==> config.mk <==
export PLATFORM = sky130hd
export DESIGN_NAME = pipelined_mac_array
export DESIGN_NICKNAME = d
export VERILOG_FILES = /design/src/rtl/mac_pkg.sv /design/src/rtl/mac_lane.sv /design/src/rtl/pipelined_mac_array.sv
export SDC_FILE = /design/constraint.sdc
export NUM_CORES = 2
export LEC_CHECK = 0
export CAP_MARGIN = 30
export CORE_AREA = 2 2 271 273
export CTS_CLUSTER_SIZE = 8
export DETAILED_ROUTE_END_ITERATION = 8
export DIE_AREA = 0 0 273 275
export PLACE_DENSITY = 0.87
export SLEW_MARGIN = 20
export SYNTH_ARGS = -nofsm -noshare
export SYNTH_HDL_FRONTEND = slang
export SYNTH_SLANG_ARGS = --single-unit
==> constraint.sdc <==
create_clock -name clk -period 12.8 [get_ports clk]
set_clock_uncertainty 0.2 [all_clocks]
set_input_delay 2.56 -clock clk [delete_from_list [all_inputs] [get_ports clk]]
set_output_delay 2.56 -clock clk [all_outputs]
set_load 0.01 [all_outputs]
==> src/rtl/mac_pkg.sv <==
// Shared types and constants for the pipelined multiply-accumulate array.
package mac_pkg;

    typedef enum logic {
        MAC_FMA = 1'b0,
        MAC_ACC = 1'b1
    } mac_mode_e;

    localparam int unsigned PIPE_DEPTH = 2;

endpackage

==> src/rtl/mac_lane.sv <==
// One arithmetic lane: S1 product/addend registers, S2 result/overflow, and the lane accumulator.
module mac_lane
    import mac_pkg::*;
#(
    parameter int unsigned WIDTH = 32
) (
    input  logic             clk,
    input  logic             rst_n,
    input  logic             ld1_i,
    input  logic             ld2_i,
    input  logic [WIDTH-1:0] a_i,
    input  logic [WIDTH-1:0] b_i,
    input  logic [WIDTH-1:0] c_i,
    input  mac_mode_e        mode_s1_i,
    input  logic             acc_clr_s1_i,
    output logic [WIDTH-1:0] result_o,
    output logic             overflow_o
);

    localparam int unsigned PW = 2 * WIDTH;
    localparam int unsigned SW = 2 * WIDTH + 1;

    logic [PW-1:0]    prod_q, prod_d;
    logic [WIDTH-1:0] c_q, c_d;
    logic [WIDTH-1:0] acc_q, acc_d;
    logic [WIDTH-1:0] res_q, res_d;
    logic             ovf_q, ovf_d;
    logic [WIDTH-1:0] addend_c;
    logic [SW-1:0]    sum_c;

    // Sum is one bit wider than the product so the carry into overflow is never lost
    always_comb begin
        prod_d   = prod_q;
        c_d      = c_q;
        acc_d    = acc_q;
        res_d    = res_q;
        ovf_d    = ovf_q;
        addend_c = (mode_s1_i == MAC_ACC) ? (acc_clr_s1_i ? '0 : acc_q) : c_q;
        sum_c    = SW'(prod_q) + SW'(addend_c);
        if (ld1_i) begin
            prod_d = PW'(a_i) * PW'(b_i);
            c_d    = c_i;
        end
        if (ld2_i) begin
            res_d = sum_c[WIDTH-1:0];
            ovf_d = |sum_c[SW-1:WIDTH];
            if (mode_s1_i == MAC_ACC) begin
                acc_d = sum_c[WIDTH-1:0];
            end
        end
    end

    always_ff @(posedge clk or negedge rst_n) begin
        if (!rst_n) begin
            prod_q <= '0;
            c_q    <= '0;
            acc_q  <= '0;
            res_q  <= '0;
            ovf_q  <= 1'b0;
        end else begin
            prod_q <= prod_d;
            c_q    <= c_d;
            acc_q  <= acc_d;
            res_q  <= res_d;
            ovf_q  <= ovf_d;
        end
    end

    assign result_o   = res_q;
    assign overflow_o = ovf_q;

endmodule

==> src/rtl/pipelined_mac_array.sv <==
// Multi-lane a*b+c / acc+a*b unit with a 2-stage valid/ready pipeline shared by all lanes.
module pipelined_mac_array
    import mac_pkg::*;
#(
    parameter int unsigned WIDTH = 32,
    parameter int unsigned LANES = 1
) (
    input  logic                   clk,
    input  logic                   rst_n,
    input  logic                   in_valid,
    output logic                   in_ready,
    input  logic                   mode,
    input  logic                   acc_clr,
    input  logic [LANES*WIDTH-1:0] a,
    input  logic [LANES*WIDTH-1:0] b,
    input  logic [LANES*WIDTH-1:0] c,
    output logic                   out_valid,
    input  logic                   out_ready,
    output logic [LANES*WIDTH-1:0] result,
    output logic [LANES-1:0]       overflow
);

    // vld_q[0] is the S1 valid, vld_q[1] the S2 (output) valid
    logic [PIPE_DEPTH-1:0] vld_q, vld_d;
    mac_mode_e             mode_q, mode_d;
    logic                  clr_q, clr_d;
    logic                  adv1_c, adv2_c, ld1_c, ld2_c;

    always_comb begin
        adv2_c   = !vld_q[1] || out_ready;
        adv1_c   = !vld_q[0] || adv2_c;
        ld1_c    = in_valid && adv1_c;
        ld2_c    = vld_q[0] && adv2_c;
        vld_d    = vld_q;
        mode_d   = mode_q;
        clr_d    = clr_q;
        vld_d[0] = ld1_c || (vld_q[0] && !adv2_c);
        vld_d[1] = ld2_c || (vld_q[1] && !out_ready);
        if (ld1_c) begin
            mode_d = mac_mode_e'(mode);
            clr_d  = acc_clr;
        end
    end

    always_ff @(posedge clk or negedge rst_n) begin
        if (!rst_n) begin
            vld_q  <= '0;
            mode_q <= MAC_FMA;
            clr_q  <= 1'b0;
        end else begin
            vld_q  <= vld_d;
            mode_q <= mode_d;
            clr_q  <= clr_d;
        end
    end

    assign in_ready  = adv1_c;
    assign out_valid = vld_q[1];

    for (genvar i = 0; i < LANES; i++) begin : g_lane
        mac_lane #(.WIDTH(WIDTH)) u_lane (
            .clk          (clk),
            .rst_n        (rst_n),
            .ld1_i        (ld1_c),
            .ld2_i        (ld2_c),
            .a_i          (a[i*WIDTH +: WIDTH]),
            .b_i          (b[i*WIDTH +: WIDTH]),
            .c_i          (c[i*WIDTH +: WIDTH]),
            .mode_s1_i    (mode_q),
            .acc_clr_s1_i (clr_q),
            .result_o     (result[i*WIDTH +: WIDTH]),
            .overflow_o   (overflow[i])
        );
    end

endmodule

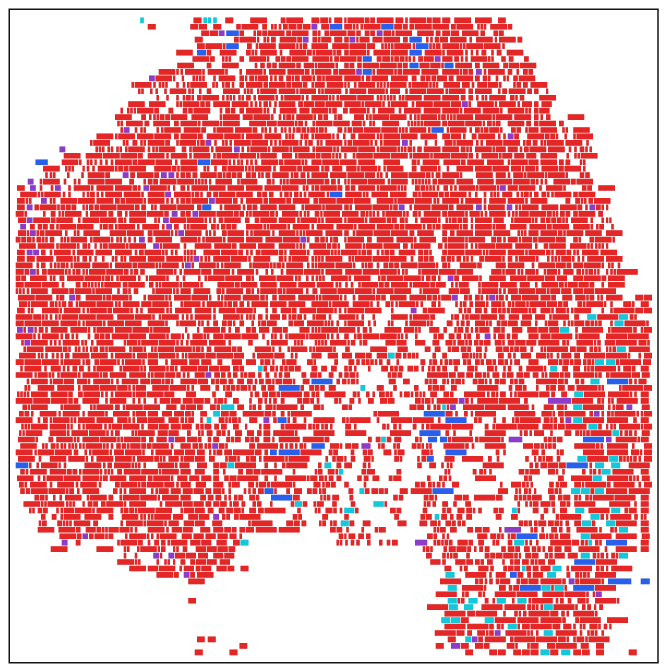
sizes.png
_0 and _1 cells: drawn in red, cells 4,572. _3 and _4 cells: drawn in purple, cells 83. _2 cells: drawn in cyan, cells 79. _6 and larger: drawn in blue, cells 45.

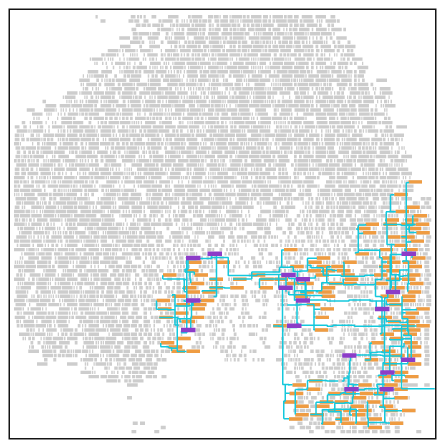
clk_routes.png
clock wires: drawn in cyan, length 2,280 µm. flip-flops: drawn in orange, count 165. clock drivers: drawn in purple, count 17.
There are 18 routed clock nets.
worst skew pair latency: 450 ps

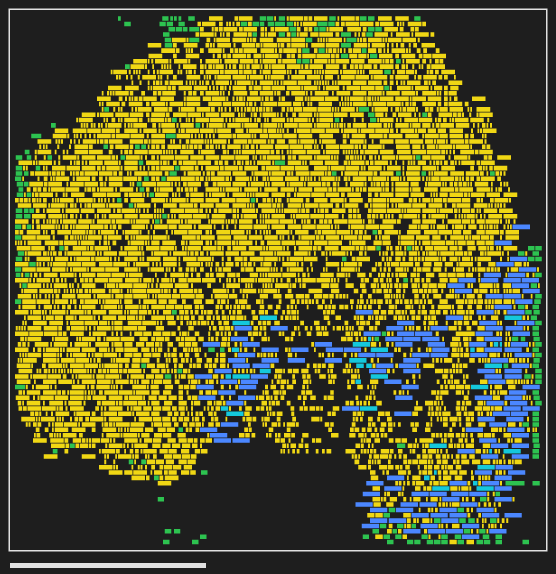
placement_by_type.png
Bar = 100 µm.
sequential cells: drawn in blue, cells 165, share of their area 9.3%. clock drivers and dummy loads: drawn in cyan, cells 32, share of their area 1.2%. remaining buffers and delay cells: drawn in green, cells 230, share of their area 4.9%. combinational and other logic: drawn in yellow, cells 4,352, share of their area 85%.
final non-filler cell area: 45,700 µm²
floorplan row count: 99
Final Util: 63.1%
Seq area share: 9.04%
Core Region: 72,300 µm²

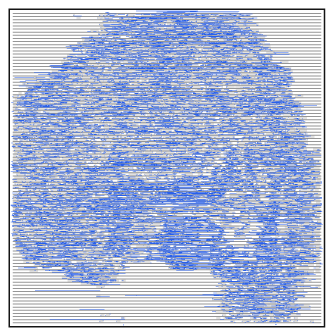
layer_met1.png
Supply wires on this layer in gray.
The layer holds 36% of the routed length. The layer carries 43.4 mm of wire. The wires run mostly horizontal. The longest straight run is 72.0 µm.
routed via count: 34.0k
final WL: 120 mm
met1 GRT Util: 40.2%

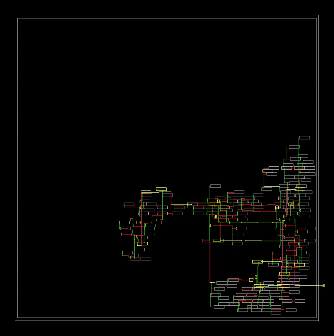
clocks.png
Clock Sinks: 165
CTS Buf Count: 17
clkbuf count: 18
flop count: 165

==> metrics.yaml <==
synth:
  postSynthCellCount: 4794
  synth_area_leader_cell: "fa_1"
  ys_seq_share_pct: 9.65
  ys_types: 82
  ys_top_cells_by_count: "952 x inv_1, 897 x fa_1, 709 x nand2_1, 585 x and2_1, 295 x ha_1"
  ys_ff: 165
  edf_count: 0
  ys_cells: 4794
  top_cell: "inv_1"
  netlist_area_um2: 42800
  top_cells_by_area: "fa_1 42%, dfrtp_1 9.7%, ha_1 8.6%"
  synth-async-reset-ratio_pct: 100
  synth_nets: 6088
critical_path:
  setup.worst_path.end: "g_lane[0].u_lane.prod_q[57]$_DFFE_PN0P_"
  critPathMaxFanout: 17
  startpoint_type: "input pin"
  critPathTopFamily: "adder cells"
  ff2ff_path_depth: 16
  r2r-end: "g_lane[0].u_lane.overflow_o$_DFFE_PN0P_"
  cp_common_cell: "fa_1"
clock_network:
  cts_tree: "done"
  cts_root_buf: "clkbuf_16"
finish:
  top_register: "g_lane.u_lane.prod_q"
  largest_reg_flops: 64
  areaGrowthSynthToFinish_pct: 6.79
final_timing:
  hold_viol: 0
  fmax_mhz: 87.6
  fin_crit_ps: 11410
  fin_crit_sh_pct: 89.1
  setup_viol: 0
  fin_tns_setup_ps: 0
worst_hold_path:
  hp-class: "reg2reg"
route:
  ant_nets: 0
  drc_errors: 0
global_route:
  grt_pass1_vias: 37031
  grt_usage_pct: 33.2
place:
  routabilityCongestion: 0.987
floorplanning:
  die.size.x_um: 273
run:
  warnings: 26
status:
  status: "finished, final reports clean"
-- cell type report --
cell class	instances	share of cell area, %
well taps	959	2.63
inverters	952	7.82
diodes	5	0.0274
repair buffers	230	4.79
flip-flops and latches	165	9.04
multi-input cells	3400	74.5
clock buffers	18	0.940
clock inverters	14	0.268
-- worst min-delay path by stage --
stage,from,to,slack (ps),cells past startpoint
6_report,g_lane[0].u_lane.acc_q[23]$_DFFE_PN0P_,g_lane[0].u_lane.acc_q[23]$_DFFE_PN0P_,290,2
5_1_grt,g_lane[0].u_lane.prod_q[4]$_DFFE_PN0P_,g_lane[0].u_lane.prod_q[4]$_DFFE_PN0P_,300,2
4_1_cts,g_lane[0].u_lane.acc_q[23]$_DFFE_PN0P_,g_lane[0].u_lane.acc_q[23]$_DFFE_PN0P_,290,2
3_5_place_dp,g_lane[0].u_lane.prod_q[4]$_DFFE_PN0P_,g_lane[0].u_lane.prod_q[4]$_DFFE_PN0P_,270,2
3_3_place_gp,g_lane[0].u_lane.acc_q[12]$_DFFE_PN0P_,g_lane[0].u_lane.acc_q[12]$_DFFE_PN0P_,260,2
2_1_floorplan,g_lane[0].u_lane.prod_q[0]$_DFFE_PN0P_,g_lane[0].u_lane.prod_q[0]$_DFFE_PN0P_,250,2
-- stage by stage --
stage	hold slack (ps)	area [µm²]	cells	setup WS [ps]
finish	287	45700	5743	1390
global route	300	45700	5740	1200
CTS	286	45500	5726	1520
detailed placement	270	44900	5694	1050
global placement	262	44800	5686	1300
floorplan	245	42800	4794	3050
-- cell families (layout without fill, tap and decap cells) --
family	count (synthesis)	in the layout	share of synthesized area [%]
buffers and inverters	1229	1214	10.8
xor gates and xnor gates	87	87	1.78
DFF	165	165	9.65
and+or+nand+nor	1546	1546	18.1
adders and majority gates	1192	1192	50.6
other	0	5	0
muxes	55	55	1.43
AOI/OAI and AO/OA	520	520	7.64
-- worst min-delay path, delay by kind of cell, from the launching register on --
kind / cells / cell delay (ps)
flops: 1 / 350
simple gates: 1 / 50
compound gates: 1 / 60
-- metal layers --
| layer | global-route usage, % | part of all wire (%) |
|---|---|---|
| met1 | 40.2 | 36 |
| met2 | 55.2 | 48 |
| met3 | 6.99 | 9.7 |
| met4 | 19.1 | 6.5 |
| met5 | 0 | 0.0067 |
-- layout by cell type (no fill, tap or decap), drive strengths merged, types with 32 or more instances in the layout --
| cell type | count |
|---|---|
| dfrtp | 165 |
| a21oi | 111 |
| buf | 98 |
| inv | 959 |
| nor2 | 70 |
| mux2 | 50 |
| ha | 295 |
| nand3 | 32 |
| a21o | 45 |
| clkdlybuf4s50 | 131 |
| nand4 | 43 |
| xor2 | 37 |
| and2 | 585 |
| o21ai | 202 |
| nand2 | 709 |
| fa | 897 |
| xnor2 | 50 |
